**src/rtl/output_sync_arbiter_pkg.sv**
```systemverilog
// Shared constants and helpers for the output synchronising arbiter.
//   TAG_LSB_DEF / TAG_W_DEF / READY_TAG_DEF : default tag field position and
//                                             the tag value that marks a ready request
//   idx_w(n)                                : width of a channel index for n channels
package output_sync_arbiter_pkg;

  localparam int         TAG_LSB_DEF   = 8;
  localparam int         TAG_W_DEF     = 4;
  localparam logic [3:0] READY_TAG_DEF = 4'h2;

  // Never returns 0 so that index ports stay legal for any channel count.
  function automatic int idx_w(input int n);
    return (n > 1) ? $clog2(n) : 1;
  endfunction

endpackage

```
**src/rtl/out_sync_prio_sel.sv**
```systemverilog
// Combinational grant selector for the output synchronising arbiter.
// Optional feature macro: OUT_SYNC_RR_EN
//   undefined : fixed priority, the highest requesting index wins (ptr ignored)
//   defined   : round-robin, the first requester found at or after ptr,
//               wrapping modulo N, wins
// Ports:
//   req       : one bit per channel, channel has a word waiting
//   ptr       : round-robin start index
//   grant_idx : index of the winning channel (0 when grant_any=0)
//   grant_any : at least one channel is requesting
module out_sync_prio_sel
  import output_sync_arbiter_pkg::*;
#(
  parameter int N     = 2,
  parameter int IDX_W = idx_w(N)
) (
  input  logic [N-1:0]     req,
  input  logic [IDX_W-1:0] ptr,
  output logic [IDX_W-1:0] grant_idx,
  output logic             grant_any
);

`ifdef OUT_SYNC_RR_EN
  // Pick the requester with the smallest forward distance from ptr.
  always_comb begin
    int best_dist;
    int dist;
    best_dist = N;
    dist      = 0;
    grant_idx = '0;
    grant_any = 1'b0;
    for (int c = 0; c < N; c++) begin
      dist = (c - int'(ptr) + N) % N;
      if (req[c] && (dist < best_dist)) begin
        best_dist = dist;
        grant_idx = IDX_W'(c);
        grant_any = 1'b1;
      end
    end
  end
`else
  // The pointer has no meaning for fixed priority.
  logic unused_ptr;
  assign unused_ptr = ^ptr;

  // Ascending scan: the last hit, i.e. the highest index, wins.
  always_comb begin
    grant_idx = '0;
    grant_any = 1'b0;
    for (int c = 0; c < N; c++) begin
      if (req[c]) begin
        grant_idx = IDX_W'(c);
        grant_any = 1'b1;
      end
    end
  end
`endif

endmodule

```
**src/rtl/output_sync_arbiter.sv**
```systemverilog
// Output synchronising arbiter: watches NUM_PERIPH peripheral words for a
// ready tag, captures each rising-edge request into a one-entry per-channel
// slot, and arbitrates the slots onto a single registered output. When no
// peripheral word is waiting, the scheduler's next_task is forwarded instead.
// Optional feature macro: OUT_SYNC_RR_EN (round-robin arbitration with a
// pointer register; default build is fixed highest-index priority).
// Ports:
//   clk, rst_n   : clock, asynchronous active-low reset
//   next_task    : scheduler word, forwarded (zero-extended) when idle
//   periph_data  : channel i at [i*WORD_W +: WORD_W]
//   out          : registered output word
//   out_valid    : out holds a peripheral word
//   out_src      : channel that supplied out (0 when out_valid=0)
//   out_ready    : consumer accept
//   ovf, ovf_clr : sticky per-channel overflow flags and their clear
// Handshake: a peripheral word transfers on a cycle where out_valid && out_ready.
// While out_valid=1 and out_ready=0, out and out_src hold. When out_valid=0
// the output register reloads every cycle.
module output_sync_arbiter
  import output_sync_arbiter_pkg::*;
#(
  parameter int               NUM_PERIPH = 2,
  parameter int               WORD_W     = 16,
  parameter int               TASK_W     = 8,
  parameter int               TAG_LSB    = TAG_LSB_DEF,
  parameter int               TAG_W      = TAG_W_DEF,
  parameter logic [TAG_W-1:0] READY_TAG  = TAG_W'(READY_TAG_DEF)
) (
  input  logic                         clk,
  input  logic                         rst_n,
  input  logic [TASK_W-1:0]            next_task,
  input  logic [NUM_PERIPH*WORD_W-1:0] periph_data,
  output logic [WORD_W-1:0]            out,
  output logic                         out_valid,
  output logic [idx_w(NUM_PERIPH)-1:0] out_src,
  input  logic                         out_ready,
  output logic [NUM_PERIPH-1:0]        ovf,
  input  logic                         ovf_clr
);

  localparam int IDX_W = idx_w(NUM_PERIPH);

  logic [NUM_PERIPH-1:0]             match;
  logic [NUM_PERIPH-1:0]             match_q;
  logic [NUM_PERIPH-1:0]             req_evt;
  logic [NUM_PERIPH-1:0]             slot_full_q, slot_full_d;
  logic [NUM_PERIPH-1:0][WORD_W-1:0] slot_data_q, slot_data_d;
  logic [NUM_PERIPH-1:0]             ovf_q, ovf_d;
  logic [WORD_W-1:0]                 out_q, out_d;
  logic                              out_valid_q, out_valid_d;
  logic [IDX_W-1:0]                  out_src_q, out_src_d;

  logic [IDX_W-1:0]      ptr;
  logic [IDX_W-1:0]      grant_idx;
  logic                  grant_any;
  logic                  load_en;
  logic                  do_grant;
  logic [NUM_PERIPH-1:0] grant_vec;

  // Tag compare; a request is the first cycle of a match only.
  always_comb begin
    match = '0;
    for (int i = 0; i < NUM_PERIPH; i++) begin
      match[i] = (periph_data[i*WORD_W + TAG_LSB +: TAG_W] == READY_TAG);
    end
  end

  assign req_evt = match & ~match_q;

  out_sync_prio_sel #(
    .N     (NUM_PERIPH),
    .IDX_W (IDX_W)
  ) u_prio_sel (
    .req       (slot_full_q),
    .ptr       (ptr),
    .grant_idx (grant_idx),
    .grant_any (grant_any)
  );

  // The output register can take a new word when empty or being accepted.
  assign load_en  = !out_valid_q || out_ready;
  assign do_grant = grant_any && load_en;

  always_comb begin
    grant_vec = '0;
    for (int i = 0; i < NUM_PERIPH; i++) begin
      grant_vec[i] = do_grant && (grant_idx == IDX_W'(i));
    end
  end

  // Slots and overflow. A granted slot empties this cycle, so a request
  // arriving on the same cycle refills it instead of overflowing. The clear
  // is applied before new overflows so that a coincident set wins.
  always_comb begin
    slot_full_d = slot_full_q;
    slot_data_d = slot_data_q;
    ovf_d       = ovf_clr ? '0 : ovf_q;
    for (int i = 0; i < NUM_PERIPH; i++) begin
      if (grant_vec[i]) begin
        slot_full_d[i] = 1'b0;
      end
      if (req_evt[i]) begin
        if (!slot_full_q[i] || grant_vec[i]) begin
          slot_full_d[i] = 1'b1;
          slot_data_d[i] = periph_data[i*WORD_W +: WORD_W];
        end else begin
          ovf_d[i] = 1'b1;
        end
      end
    end
  end

  always_comb begin
    out_d       = out_q;
    out_valid_d = out_valid_q;
    out_src_d   = out_src_q;
    if (load_en) begin
      if (grant_any) begin
        out_d       = slot_data_q[grant_idx];
        out_valid_d = 1'b1;
        out_src_d   = grant_idx;
      end else begin
        out_d       = WORD_W'(next_task);
        out_valid_d = 1'b0;
        out_src_d   = '0;
      end
    end
  end

  // Match history resets to 0, so a match held through reset is seen as a
  // fresh request on the first clock afterwards.
  always_ff @(posedge clk or negedge rst_n) begin
    if (!rst_n) begin
      match_q     <= '0;
      slot_full_q <= '0;
      slot_data_q <= '0;
      ovf_q       <= '0;
      out_q       <= '0;
      out_valid_q <= 1'b0;
      out_src_q   <= '0;
    end else begin
      match_q     <= match;
      slot_full_q <= slot_full_d;
      slot_data_q <= slot_data_d;
      ovf_q       <= ovf_d;
      out_q       <= out_d;
      out_valid_q <= out_valid_d;
      out_src_q   <= out_src_d;
    end
  end

`ifdef OUT_SYNC_RR_EN
  logic [IDX_W-1:0] ptr_q, ptr_d;

  // Next search starts one past the channel just granted.
  always_comb begin
    ptr_d = ptr_q;
    if (do_grant) begin
      ptr_d = (grant_idx == IDX_W'(NUM_PERIPH - 1)) ? '0 : grant_idx + 1'b1;
    end
  end

  always_ff @(posedge clk or negedge rst_n) begin
    if (!rst_n) begin
      ptr_q <= '0;
    end else begin
      ptr_q <= ptr_d;
    end
  end

  assign ptr = ptr_q;
`else
  assign ptr = '0;
`endif

  assign out       = out_q;
  assign out_valid = out_valid_q;
  assign out_src   = out_src_q;
  assign ovf       = ovf_q;

endmodule
```
**config.mk**
```make
export PLATFORM = sky130hd
export DESIGN_NAME = output_sync_arbiter
export DESIGN_NICKNAME = d
export VERILOG_FILES = /design/src/rtl/output_sync_arbiter_pkg.sv /design/src/rtl/out_sync_prio_sel.sv /design/src/rtl/output_sync_arbiter.sv
export SDC_FILE = /design/constraint.sdc
export NUM_CORES = 1
export LEC_CHECK = 0
export ABC_AREA = 1
export CAP_MARGIN = 20
export CORE_ASPECT_RATIO = 1.75
export CORE_MARGIN = 1.5
export CORE_UTILIZATION = 52
export DETAILED_ROUTE_END_ITERATION = 10
export PLACE_DENSITY = 0.83
export SLEW_MARGIN = 20
export SYNTH_ARGS = -nofsm -noshare
export SYNTH_HDL_FRONTEND = slang
export SYNTH_HIERARCHICAL = 1
export SYNTH_SLANG_ARGS = --single-unit
```
**constraint.sdc**
```tcl
create_clock -name clk -period 2.33 [get_ports clk]
set_clock_uncertainty 0.2 [all_clocks]
set_input_delay 0.466 -clock clk [delete_from_list [all_inputs] [get_ports clk]]
set_output_delay 0.466 -clock clk [all_outputs]
set_load 0.02 [all_outputs]
```
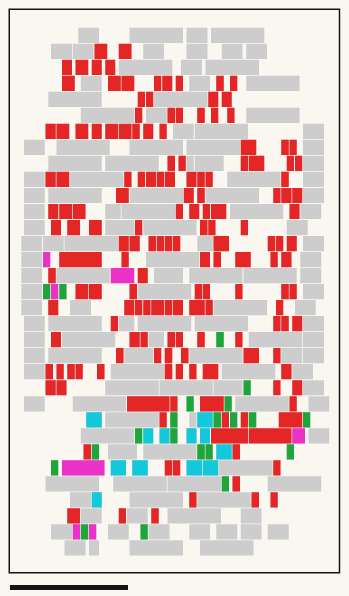
*Selected gate families*
The bar under the picture is 20 um long.
colour	family	cells
red	NAND gates	164
magenta	NOR gates	7
green	inverters	21
cyan	inverting AOI/OAI gates	12
Comb area share: 0.293
Post-Layout Cell Count: 387
most frequent logic cell in the layout: nand2_1

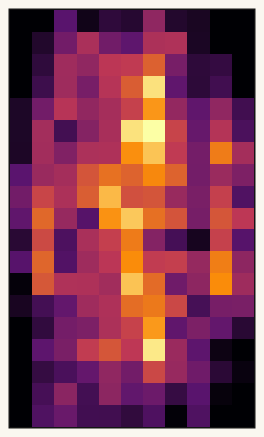
*Wiring heat map*
11 x 19 tiles, from black (low) to pale yellow (high), scaled to the fullest tile. Values are wire area over tile area, all layers added.
fullest tile	0.43
nearly empty tiles	11%
densest ninth of the die	centre
tiles over half the peak	25%

-- report_power, final --
| group | internal (mW) | switching (mW) |
|---|---|---|
| Sequential | 1.32 | 0.231 |
| Clock | 0.243 | 0.296 |
| Combinational | 0.580 | 0.788 |
-- placed cells by master (no fill, tap or decap), drive strengths merged --
cell           instances
a21boi                 3
a21oi                  3
buf                    5
clkbuf                 8
clkdlybuf4s50         62
clkinv                 1
dfrtp                 56
inv                   20
nand2                119
nand3                 37
nand3b                 8
nor2                   7
o211ai                 4
o21ai                  2
-- through the flow --
step	hold WS, ns	instances	power, mW	cell area (um^2)	setup slack (ns)
final	-0.0185	387	3.46	3240	0.308
after CTS	0.00462	387	3.48	3240	0.295
after detailed placement	0.259	379	2.94	3150	0.192
after floorplan	-0.0296	271	2.47	2540	0.789
after global placement	0.249	379	2.88	3150	0.244
after global routing	0.0185	387	3.71	3240	0.247
-- flip-flops by register name, summed over array words and instances, names as in the netlist --
signal,count
match_q,2
out,16
out_src,1
out_valid,1
ovf,2
slot_data_q,32
slot_full_q,2
-- routing by layer --
| layer | part of all wire | vias to the layer above |
|---|---|---|
| met5 | 0 | - |
| met4 | 0.023 | 0 |
| met3 | 0.032 | 9 |
| met2 | 0.52 | 52 |
| met1 | 0.42 | 920 |
| li1 | - | 975 |
-- worst max path at each step --
stage                         from               to  slack (ns)  cells past startpoint
CTS                      out_valid        out_valid        0.29                      1
global placement         out_ready   slot_data_q[7]        0.24                      8
floorplan           slot_full_q[1]  slot_data_q[16]        0.79                     10
detailed placement       out_ready  slot_data_q[15]        0.19                      8
finish                   out_valid        out_valid        0.31                      1
global route             out_valid        out_valid        0.25                      1
==> ci_impl_report.md <==
### Flow metrics

| Metric | Value |
|---|---|
| Slew @ Worst Pin | `0.661 ns` |
| Vias in the first global route | `1926` |
| Slowest stage cell, crit path | `clkdlybuf4s50_1` |
| # rows | `33` |
| Crit path cell chain | `clkdlybuf4s50_1` |
| First-pass GRT wire length | `8780 um` |
| Post-synthesis area per instance | `9.36 um^2` |
| Iter 0 DRT Violations | `79` |
| Seq cells | `56` |
| Top cell class by occupied area | `sequential cells` |
| RSZ-0062 raised after global routing | `no` |
| Class of the worst hold path | `in2async` |
| VDD IR-drop max | `718 uV` |
| Seq/total area | `0.433` |
| Met1 Use GR | `0.264` |
| Combinational Area | `948 um^2` |
| Vias per inst | `5.05` |
| Final Max-Slew Violation Tally | `0` |
| Crit. End Element | `primary output` |
| Ys Warns | `6` |
| First-pass DRT Iterations | `4` |
| Flop2flop setup slack | `0.64 ns` |
| Final clock period utilization by the worst path | `0.868` |
| Latency at later pin | `0.31 ns` |
| Tapcell Cnt | `52` |
| Arrival @ worst endpoint | `1.36 ns` |
| Final Wtd Congestion | `0.822` |
| Largest net degree at the start of global routing | `31` |
| Post-route DRC | `0` |
| CP Buf/Inv Count | `1` |
| Post-route setup TNS | `0 ns` |
| Syn Inst Count | `271` |
| Bufs w/o clock | `67` |
| Clkbuf count | `8` |
| Port-buffer cells | `63` |
| Post-cts resize count | `0` |
| Crit Path Max Fanout | `3` |
| Tool Warnings | `26` |
| CTS Hold Bufs | `0` |
| Kind of critical path | `reg2out` |
| Reg2Reg Capture Point | `slot_data_q[21]` |
| Share of cells above drive strength 1 | `0.128` |
| Nonclk inv count | `21` |
| Clock Network Area Fraction | `0.0278` |
| Met3 Use GR | `0.0299` |
| FF-to-FF Start | `slot_full_q[1]` |
| Antenna Nets Post-Route | `0` |
| Routed wire length | `5180 um` |
| Max-Cap Viols | `0` |
| PwrDens | `1070 nW/um^2` |
| Clock Sinks | `56` |
| Cts bufs inserted | `5` |
| Min cycle time layout | `2.02 ns` |
| Buffering overhead | `0.202` |
| Post-CTS Setup Repair Bufs | `0` |
| Fmax achieved | `0.495 GHz` |
| TritonCTS clock tree | `done` |
| Post-detail-place hpwl | `3930 um` |
| GRT busiest layer | `met2` |
| Core Density at Floorplan | `0.539` |
| Setup violators final | `0` |
| Total track usage | `0.214` |
| Crit path launch type | `flip-flop` |
| # IOs | `64` |
| Clock Path Buffers | `2` |
| Status | `finished, violations left` |
| Max-slew headroom | `0.559` |
| Hold_ws | `-0.0185 ns` |
| Post-Syn Nets | `315` |
| Core area | `4710 um^2` |
| Initial antenna violation count | `0` |
| Max H-tree Level | `2` |
| Clk slew on worst S/H paths | `0.09 ns` |
| Leak pwr | `1.57 nW` |
| Hold violation count in the final report | `28` |
| Filler cell count | `393` |
| Die W | `55.8 um` |
| DR vias | `1956` |
| Max incr delay on CP | `0.62 ns` |
| Die area | `5320 um^2` |
| Failing checks | `negative hold slack` |
| Ant. Diodes | `0` |
| Drt wl/cell | `13.4 um` |
| Grt total ovfl | `0` |
| Comb gates | `183` |
| Clock Tree Root | `clkbuf_8` |
| Layout Utilization | `0.688` |
| Storage cell area | `1400 um^2` |
| Post-layout nets | `378` |
| Layout area overhead | `27.7%` |
| Required time worst endpoint | `1.66 ns` |
| Post-Syn Area | `2540 um^2` |
| Worst path top cell family by delay | `buffers and inverters` |
| Die Ht | `95.4 um` |
| Met2 track demand over resource | `0.371` |
| R2R cell count | `9` |
Power and IR drop assume default switching activity.
